<file path="src/rtl/service_scheduler_pkg.sv">
// Shared state encodings, service one-hot constants and small decode helpers
// for the alarm-clock service scheduler.
package service_scheduler_pkg;

    typedef enum logic [1:0] {
        ST_IDLE  = 2'd0,
        ST_RUN   = 2'd1,
        ST_ALARM = 2'd2,
        ST_DONE  = 2'd3
    } state_t;

    localparam logic [3:0] SERVICE1     = 4'b1000;
    localparam logic [3:0] SERVICE2     = 4'b0100;
    localparam logic [3:0] SERVICE3     = 4'b0010;
    localparam logic [3:0] SERVICE4     = 4'b0001;
    localparam logic [3:0] SERVICERESET = 4'b0000;

    function automatic logic [3:0] svc_onehot(input logic [1:0] idx);
        logic [3:0] oh;
        case (idx)
            2'd0:    oh = SERVICE1;
            2'd1:    oh = SERVICE2;
            2'd2:    oh = SERVICE3;
            default: oh = SERVICE4;
        endcase
        return oh;
    endfunction

    // Service 1 owns the most significant digit group.
    function automatic logic [15:0] svc_digits(input logic [63:0] num, input logic [1:0] idx);
        logic [15:0] d;
        case (idx)
            2'd0:    d = num[63:48];
            2'd1:    d = num[47:32];
            2'd2:    d = num[31:16];
            default: d = num[15:0];
        endcase
        return d;
    endfunction

endpackage

</file>
<file path="src/rtl/service_scheduler_if.sv">
// Bundle of the scheduler's service, alarm and display signals.
interface service_scheduler_if;

    logic        tick_1hz;
    logic [3:0]  spdt_service;
    logic [3:0]  finish;
    logic        alarm_match;
    logic        game_done;
    logic        push_m;
    logic [63:0] num_svc;
    logic [15:0] current_time;
    logic [3:0]  grant;
    logic [3:0]  svc_led;
    logic [15:0] disp_num;
    logic        disp_blank;
    logic        alarm_active;
    logic        game_en;

    modport master (
        output tick_1hz, spdt_service, finish, alarm_match, game_done, push_m,
               num_svc, current_time,
        input  grant, svc_led, disp_num, disp_blank, alarm_active, game_en
    );

    modport slave (
        input  tick_1hz, spdt_service, finish, alarm_match, game_done, push_m,
               num_svc, current_time,
        output grant, svc_led, disp_num, disp_blank, alarm_active, game_en
    );

endinterface

</file>
<file path="src/rtl/service_sel_filter.sv">
// Mode-switch filter: a one-hot selection must sit unchanged for SEL_STABLE
// cycles before it is reported as valid.
module service_sel_filter
    import service_scheduler_pkg::*;
#(
    parameter logic [3:0] SEL_STABLE = 4'd8
) (
    input  logic       clk,
    input  logic       reset,
    input  logic [3:0] spdt_service,
    output logic       sel_ok,
    output logic [1:0] sel_idx
);

    logic [3:0] prev;
    logic [3:0] sel_cnt;
    logic       one_hot;
    logic       stable;

    assign one_hot = $onehot(spdt_service);
    assign stable  = (spdt_service == prev);

    always_ff @(posedge clk) begin
        if (reset) begin
            prev    <= '0;
            sel_cnt <= '0;
        end else begin
            prev <= spdt_service;
            if (!one_hot || !stable)
                sel_cnt <= '0;
            else if (sel_cnt != SEL_STABLE - 4'd1)
                sel_cnt <= sel_cnt + 4'd1;
        end
    end

    // stable is included so a saturated count never validates a fresh change.
    assign sel_ok = one_hot && stable && (sel_cnt == SEL_STABLE - 4'd1);

    always_comb begin
        sel_idx = 2'd0;
        case (spdt_service)
            SERVICE1: sel_idx = 2'd0;
            SERVICE2: sel_idx = 2'd1;
            SERVICE3: sel_idx = 2'd2;
            SERVICE4: sel_idx = 2'd3;
            default:  sel_idx = 2'd0;
        endcase
    end

endmodule

</file>
<file path="src/rtl/service_scheduler.sv">
// Service arbiter/sequencer: grants one service from the mode switches, muxes
// its digits to the display and pre-empts everything while the alarm rings.
module service_scheduler
    import service_scheduler_pkg::*;
#(
    parameter logic [3:0] SEL_STABLE    = 4'd8,
    parameter logic [7:0] ALARM_TIMEOUT = 8'd60
) (
    input logic                 clk,
    input logic                 reset,
    service_scheduler_if.slave  bus
);

    state_t      state;
    state_t      ret_state;
    logic [1:0]  cur_svc;
    logic [1:0]  ret_svc;
    logic [7:0]  to_cnt;
    logic        match_q;
    logic        push_q;
    logic        sel_ok;
    logic [1:0]  sel_idx;

    logic [3:0]  grant_q;
    logic [3:0]  svc_led_q;
    logic [15:0] disp_num_q;
    logic        disp_blank_q;
    logic        alarm_active_q;
    logic        game_en_q;

    logic        alarm_rise;
    logic        push_rise;
    logic        svc_finish;
    logic        alarm_exit;

    service_sel_filter #(.SEL_STABLE(SEL_STABLE)) u_sel_filter (
        .clk          (clk),
        .reset        (reset),
        .spdt_service (bus.spdt_service),
        .sel_ok       (sel_ok),
        .sel_idx      (sel_idx)
    );

    assign alarm_rise = bus.alarm_match & ~match_q;
    assign push_rise  = bus.push_m & ~push_q;
    assign svc_finish = (bus.finish & svc_onehot(cur_svc)) != '0;
    assign alarm_exit = bus.game_done | push_rise |
                        (bus.tick_1hz && to_cnt == ALARM_TIMEOUT - 8'd1);

    always_ff @(posedge clk) begin
        if (reset) begin
            state          <= ST_IDLE;
            ret_state      <= ST_IDLE;
            cur_svc        <= '0;
            ret_svc        <= '0;
            to_cnt         <= '0;
            // Edge detectors load the live level so a held alarm cannot re-fire.
            match_q        <= bus.alarm_match;
            push_q         <= bus.push_m;
            grant_q        <= '0;
            svc_led_q      <= '0;
            disp_num_q     <= '0;
            disp_blank_q   <= 1'b1;
            alarm_active_q <= 1'b0;
            game_en_q      <= 1'b0;
        end else begin
            match_q <= bus.alarm_match;
            push_q  <= bus.push_m;
            if (alarm_rise) begin
                if (state != ST_ALARM) begin
                    ret_state <= (state == ST_RUN && svc_finish) ? ST_DONE : state;
                    ret_svc   <= cur_svc;
                end
                state          <= ST_ALARM;
                to_cnt         <= '0;
                grant_q        <= '0;
                svc_led_q      <= '0;
                disp_num_q     <= bus.current_time;
                disp_blank_q   <= 1'b0;
                alarm_active_q <= 1'b1;
                game_en_q      <= 1'b1;
            end else begin
                case (state)
                    ST_IDLE: begin
                        if (sel_ok) begin
                            state        <= ST_RUN;
                            cur_svc      <= sel_idx;
                            grant_q      <= svc_onehot(sel_idx);
                            svc_led_q    <= svc_onehot(sel_idx);
                            disp_num_q   <= svc_digits(bus.num_svc, sel_idx);
                            disp_blank_q <= 1'b0;
                        end
                    end
                    ST_RUN: begin
                        disp_num_q <= svc_digits(bus.num_svc, cur_svc);
                        if (svc_finish) begin
                            state     <= ST_DONE;
                            grant_q   <= '0;
                            svc_led_q <= '0;
                        end else if (bus.spdt_service != grant_q) begin
                            state        <= ST_IDLE;
                            grant_q      <= '0;
                            svc_led_q    <= '0;
                            disp_blank_q <= 1'b1;
                        end
                    end
                    ST_DONE: begin
                        if (bus.spdt_service == SERVICERESET) begin
                            state        <= ST_IDLE;
                            disp_blank_q <= 1'b1;
                        end
                    end
                    ST_ALARM: begin
                        disp_num_q <= bus.current_time;
                        if (bus.tick_1hz) begin
                            disp_blank_q <= ~disp_blank_q;
                            if (to_cnt != '1)
                                to_cnt <= to_cnt + 8'd1;
                        end
                        if (alarm_exit) begin
                            alarm_active_q <= 1'b0;
                            game_en_q      <= 1'b0;
                            if (ret_state == ST_RUN &&
                                bus.spdt_service == svc_onehot(ret_svc)) begin
                                state        <= ST_RUN;
                                cur_svc      <= ret_svc;
                                grant_q      <= svc_onehot(ret_svc);
                                svc_led_q    <= svc_onehot(ret_svc);
                                disp_num_q   <= svc_digits(bus.num_svc, ret_svc);
                                disp_blank_q <= 1'b0;
                            end else if (ret_state == ST_DONE) begin
                                state        <= ST_DONE;
                                disp_blank_q <= 1'b0;
                            end else begin
                                state        <= ST_IDLE;
                                disp_blank_q <= 1'b1;
                            end
                        end
                    end
                    default: state <= ST_IDLE;
                endcase
            end
        end
    end

    assign bus.grant        = grant_q;
    assign bus.svc_led      = svc_led_q;
    assign bus.disp_num     = disp_num_q;
    assign bus.disp_blank   = disp_blank_q;
    assign bus.alarm_active = alarm_active_q;
    assign bus.game_en      = game_en_q;

    grant_safe: assert property (@(posedge clk) disable iff (reset)
        $onehot0(grant_q) && !(alarm_active_q && grant_q != '0));

endmodule

</file>
<file path="src/flat_wrapper.sv">
// flat-port wrapper written by rule: the top's interface ports become plain ports
module service_scheduler_flat import service_scheduler_pkg::*;
#(
    parameter logic [3:0] SEL_STABLE    = 4'd8,
    parameter logic [7:0] ALARM_TIMEOUT = 8'd60
)
  (clk, reset, bus_tick_1hz, bus_spdt_service, bus_finish, bus_alarm_match, bus_game_done, bus_push_m, bus_num_svc, bus_current_time, bus_grant, bus_svc_led, bus_disp_num, bus_disp_blank, bus_alarm_active, bus_game_en);
  service_scheduler_if bus_i ();
  input logic clk;
  input logic reset;
  input wire logic [$bits(bus_i.tick_1hz)-1:0] bus_tick_1hz;
  input wire logic [$bits(bus_i.spdt_service)-1:0] bus_spdt_service;
  input wire logic [$bits(bus_i.finish)-1:0] bus_finish;
  input wire logic [$bits(bus_i.alarm_match)-1:0] bus_alarm_match;
  input wire logic [$bits(bus_i.game_done)-1:0] bus_game_done;
  input wire logic [$bits(bus_i.push_m)-1:0] bus_push_m;
  input wire logic [$bits(bus_i.num_svc)-1:0] bus_num_svc;
  input wire logic [$bits(bus_i.current_time)-1:0] bus_current_time;
  output wire logic [$bits(bus_i.grant)-1:0] bus_grant;
  output wire logic [$bits(bus_i.svc_led)-1:0] bus_svc_led;
  output wire logic [$bits(bus_i.disp_num)-1:0] bus_disp_num;
  output wire logic [$bits(bus_i.disp_blank)-1:0] bus_disp_blank;
  output wire logic [$bits(bus_i.alarm_active)-1:0] bus_alarm_active;
  output wire logic [$bits(bus_i.game_en)-1:0] bus_game_en;
  assign bus_i.tick_1hz = bus_tick_1hz;
  assign bus_i.spdt_service = bus_spdt_service;
  assign bus_i.finish = bus_finish;
  assign bus_i.alarm_match = bus_alarm_match;
  assign bus_i.game_done = bus_game_done;
  assign bus_i.push_m = bus_push_m;
  assign bus_i.num_svc = bus_num_svc;
  assign bus_i.current_time = bus_current_time;
  assign bus_grant = bus_i.grant;
  assign bus_svc_led = bus_i.svc_led;
  assign bus_disp_num = bus_i.disp_num;
  assign bus_disp_blank = bus_i.disp_blank;
  assign bus_alarm_active = bus_i.alarm_active;
  assign bus_game_en = bus_i.game_en;
  service_scheduler #(.SEL_STABLE(SEL_STABLE), .ALARM_TIMEOUT(ALARM_TIMEOUT)) u_core (.clk(clk), .reset(reset), .bus(bus_i));
endmodule
</file>
<file path="config.mk">
export PLATFORM = sky130hd
export DESIGN_NAME = service_scheduler_flat
export DESIGN_NICKNAME = d
export VERILOG_FILES = /design/src/rtl/service_scheduler_pkg.sv /design/src/rtl/service_scheduler_if.sv /design/src/rtl/service_sel_filter.sv /design/src/rtl/service_scheduler.sv /design/src/flat_wrapper.sv
export SDC_FILE = /design/constraint.sdc
export NUM_CORES = 1
export LEC_CHECK = 0
export CAP_MARGIN = 20
export CORE_MARGIN = 3
export CORE_UTILIZATION = 30
export CTS_CLUSTER_DIAMETER = 50
export DETAILED_ROUTE_END_ITERATION = 16
export GPL_TIMING_DRIVEN = 0
export HOLD_SLACK_MARGIN = 0.12
export SLEW_MARGIN = 40
export SYNTH_ARGS = -nofsm -noshare
export SYNTH_HDL_FRONTEND = slang
export SYNTH_SLANG_ARGS = --single-unit
</file>
<file path="constraint.sdc">
create_clock -name clk -period 4.1 [get_ports clk]
set_input_delay 0.82 -clock clk [delete_from_list [all_inputs] [get_ports clk]]
set_output_delay 0.82 -clock clk [all_outputs]
set_load 0.01 [all_outputs]
</file>
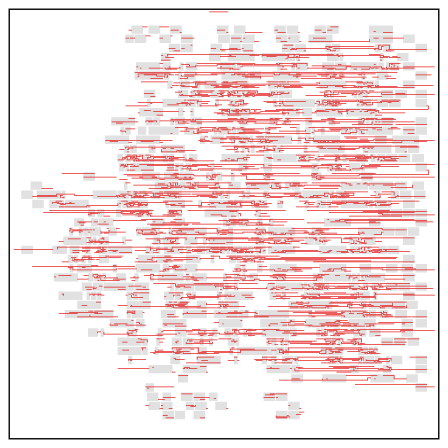
**Above:** run 1 (M1 wires).
nets with wire on the layer: 682
main direction: horizontal
share of all routed wire: 43%
drt total wl: 17,270 um
vias: 4,868
met1 global-route usage: 28.22%

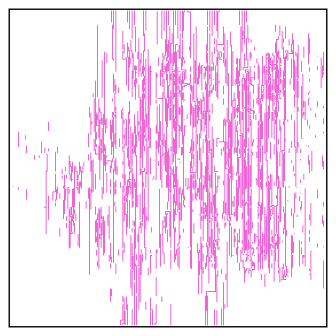
**Above:** run 1 (met2 routing).
wire length on this layer: 8,230 um
main direction: vertical
longest straight run: 59.0 um
nets with wire on the layer: 652
share of all routed wire: 48%
M2 GR Usage: 34.87%

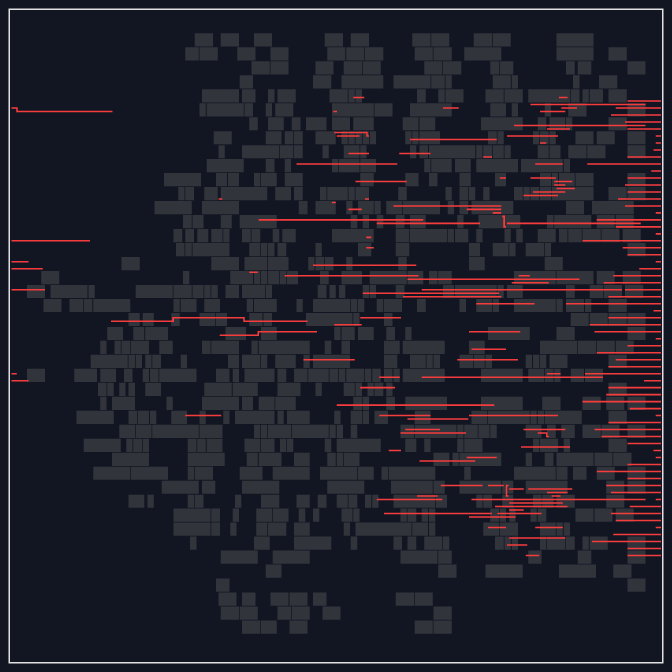
**Above:** run 1 (met3 routing).
wire length on this layer: 1,460 um
main direction: horizontal
met3 usage: 4.084%

==> notes.md, run 1 <==
flow finished, numbers: Comb pwr share=38.8%, hpwl dp=12,960 um, ys flop type=dfxtp_1, comb_multi_in=423, sequential group power=0.517 mW, CTS tree=yes, critical path capture point=u_core.bus.disp_num[11]$_SDFFE_PP0P_, Setup TNS Final=0 ns, global routing's busiest layer=met2, flop-to-flop setup slack=1.29 ns, CTS sink cnt=48, Avg Inst Size Synth=8.221 um^2, DR iter-0 viols=492, Chip Width=126.9 um, outcome=complete, no violations, initial antenna violation count=0, Global Route Usage Sum=21.03%, DR DRC count=0, sequential share of power=31.2%, Top Layout Cells=117 x clkdlybuf4s50_1, 86 x nand2_1, 48 x dfxtp_1, Core ar.=14,100 um^2, Post-Synth Adder-Cell Area=3.598%, Multiplexer share=21.53%, Setup violations, final=0, Top pwr grp=combinational logic, chip area=16,090 um^2, FFs & Latches=48, Synth Register Bits=48, overall power=1.655 mW, Final Worst Setup Slack=0.2046 ns, main area contributors=dfxtp_1 22%, mux4_2 15%, nand2_1 7.4%, a21oi_1 4.8%, mux2i_1 4.6%, Port-buffer cells=120, wire per inst=20.46 um, Post-synth ARST share=0%, critical path depth=12, DR WL met3=1464 um, kind of critical path=in -> reg, XOR/XNOR share of the synthesized area=2.998%, Metal-1 WL=7404 um, Distinct cells, synth=62, Switch Pwr=0.5660 mW, ClkCell Share=2.831%, Top Layer Used=met4, Clk power=0.496 mW, Hold Startpoint=u_core.to_cnt[1]$_SDFFE_PP0P_, worst hold stages=2, HP Class=reg -> reg, switching share of power=34.19%, Register Area=960.9 um^2, RSZ-0062 raised after global routing=false, Worst Path Buf+Inv=5, Longest Clk Path Bufs=2, I/O pin cnt=121, maximum VDD drop=0.1523 mV, max FFs per register=16
--- run 2 (diff from run 1) ---
--- a/config.mk
+++ b/config.mk
@@ -5,13 +5,15 @@
 export SDC_FILE = /design/constraint.sdc
 export NUM_CORES = 1
 export LEC_CHECK = 0
+export ABC_AREA = 1
 export CAP_MARGIN = 20
-export CORE_MARGIN = 3
+export CORE_MARGIN = 10
 export CORE_UTILIZATION = 30
 export CTS_CLUSTER_DIAMETER = 50
 export DETAILED_ROUTE_END_ITERATION = 16
 export GPL_TIMING_DRIVEN = 0
 export HOLD_SLACK_MARGIN = 0.12
+export RECOVER_POWER = 100
 export SLEW_MARGIN = 40
 export SYNTH_ARGS = -nofsm -noshare
 export SYNTH_HDL_FRONTEND = slang
==> run 2 against run 1 <==
  * Worst setup slack better by 0.074 ns
  * Register-to-register slack better by 0.51 ns
  * Power down 0.33%
  * Maximum frequency up 1.9%
  * Critical path depth up 4
  * First-iteration DRC count up 17%
==> notes.md, run 2 <==
flow finished, numbers: fraction of area in registers=15.29%, Top pwr grp=combinational logic, chip area=21,050 um^2, sequential share of power=31.4%, Metal-1 WL=8657 um, Setup violations, final=0, HP Class=reg -> reg, Hold Startpoint=u_core.u_sel_filter.sel_cnt[1]$_SDFFE_PP0P_, Synth Register Bits=48, Top Layer Used=met4, Port-buffer cells=118, CTS sink cnt=48, Worst Path Buf+Inv=5, outcome=complete, no violations, switching share of power=39.04%, Main logic family=simple AND/OR/NAND/NOR gates, maximum VDD drop=0.2242 mV, Post-Synth Adder-Cell Area=3.358%, XOR/XNOR share of the synthesized area=0.9328%, Multiplexer share=0%, DR pass1 iterations=5, Comb pwr share=41.8%, critical path capture point=u_core.bus.disp_num[13]$_SDFFE_PP0P_, flop-to-flop setup slack=1.80 ns, I/O pin cnt=121, Switch Pwr=0.6441 mW, Dominant cell area share=21.11%, DR WL met3=1563 um, main area contributors=nand2_1 21%, dfxtp_1 20%, nand3_1 8.6%, a21oi_1 7.8%, inv_1 6.9%, RSZ-0062 raised after global routing=false, wire per inst=16.69 um, CTS tree=yes, sequential group power=0.518 mW, Final Worst Setup Slack=0.2782 ns, global routing's busiest layer=met2, max FFs per register=16, Clk power=0.443 mW, M2 GR Usage=26.71%, kind of critical path=in -> reg, Yosys warning total=0, Post-synth ARST share=0%, Core ar.=15,260 um^2, Longest Clk Path Bufs=2, largest class=logic gates, Register Area=960.9 um^2, overall power=1.650 mW, clk root buf=clkbuf_16, Setup TNS Final=0 ns, ClkCell Share=2.350%, startpoint types=input port, met3 usage=3.881%, critical path depth=16, FFs & Latches=48, initial antenna violation count=0, worst hold stages=2, Chip Width=145.1 um, ys flop type=dfxtp_1, first-pass GRT wire length=30,400 um, Distinct cells, synth=37, Global Route Usage Sum=17.75%, DR DRC count=0, Avg Inst Size Synth=5.569 um^2, hpwl dp=15,670 um, cts hold-fix bufs=0
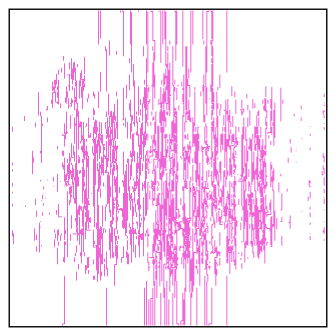
**Above:** run 2 (met2 routing).
longest straight run: 54.6 um
share of all routed wire: 44%
nets with wire on the layer: 833
main direction: vertical
vias: 6,007
drt total wl: 19,670 um

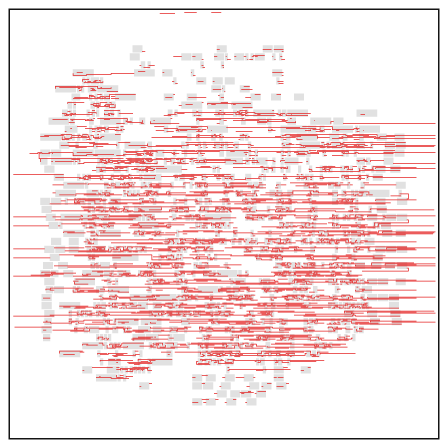
**Above:** run 2 (M1 wires).
wire length on this layer: 8,660 um
share of all routed wire: 44%
longest straight run: 48.8 um
main direction: horizontal
nets with wire on the layer: 962
met1 global-route usage: 23.45%

No activity file was given, so power comes from the tool's default toggle rates.
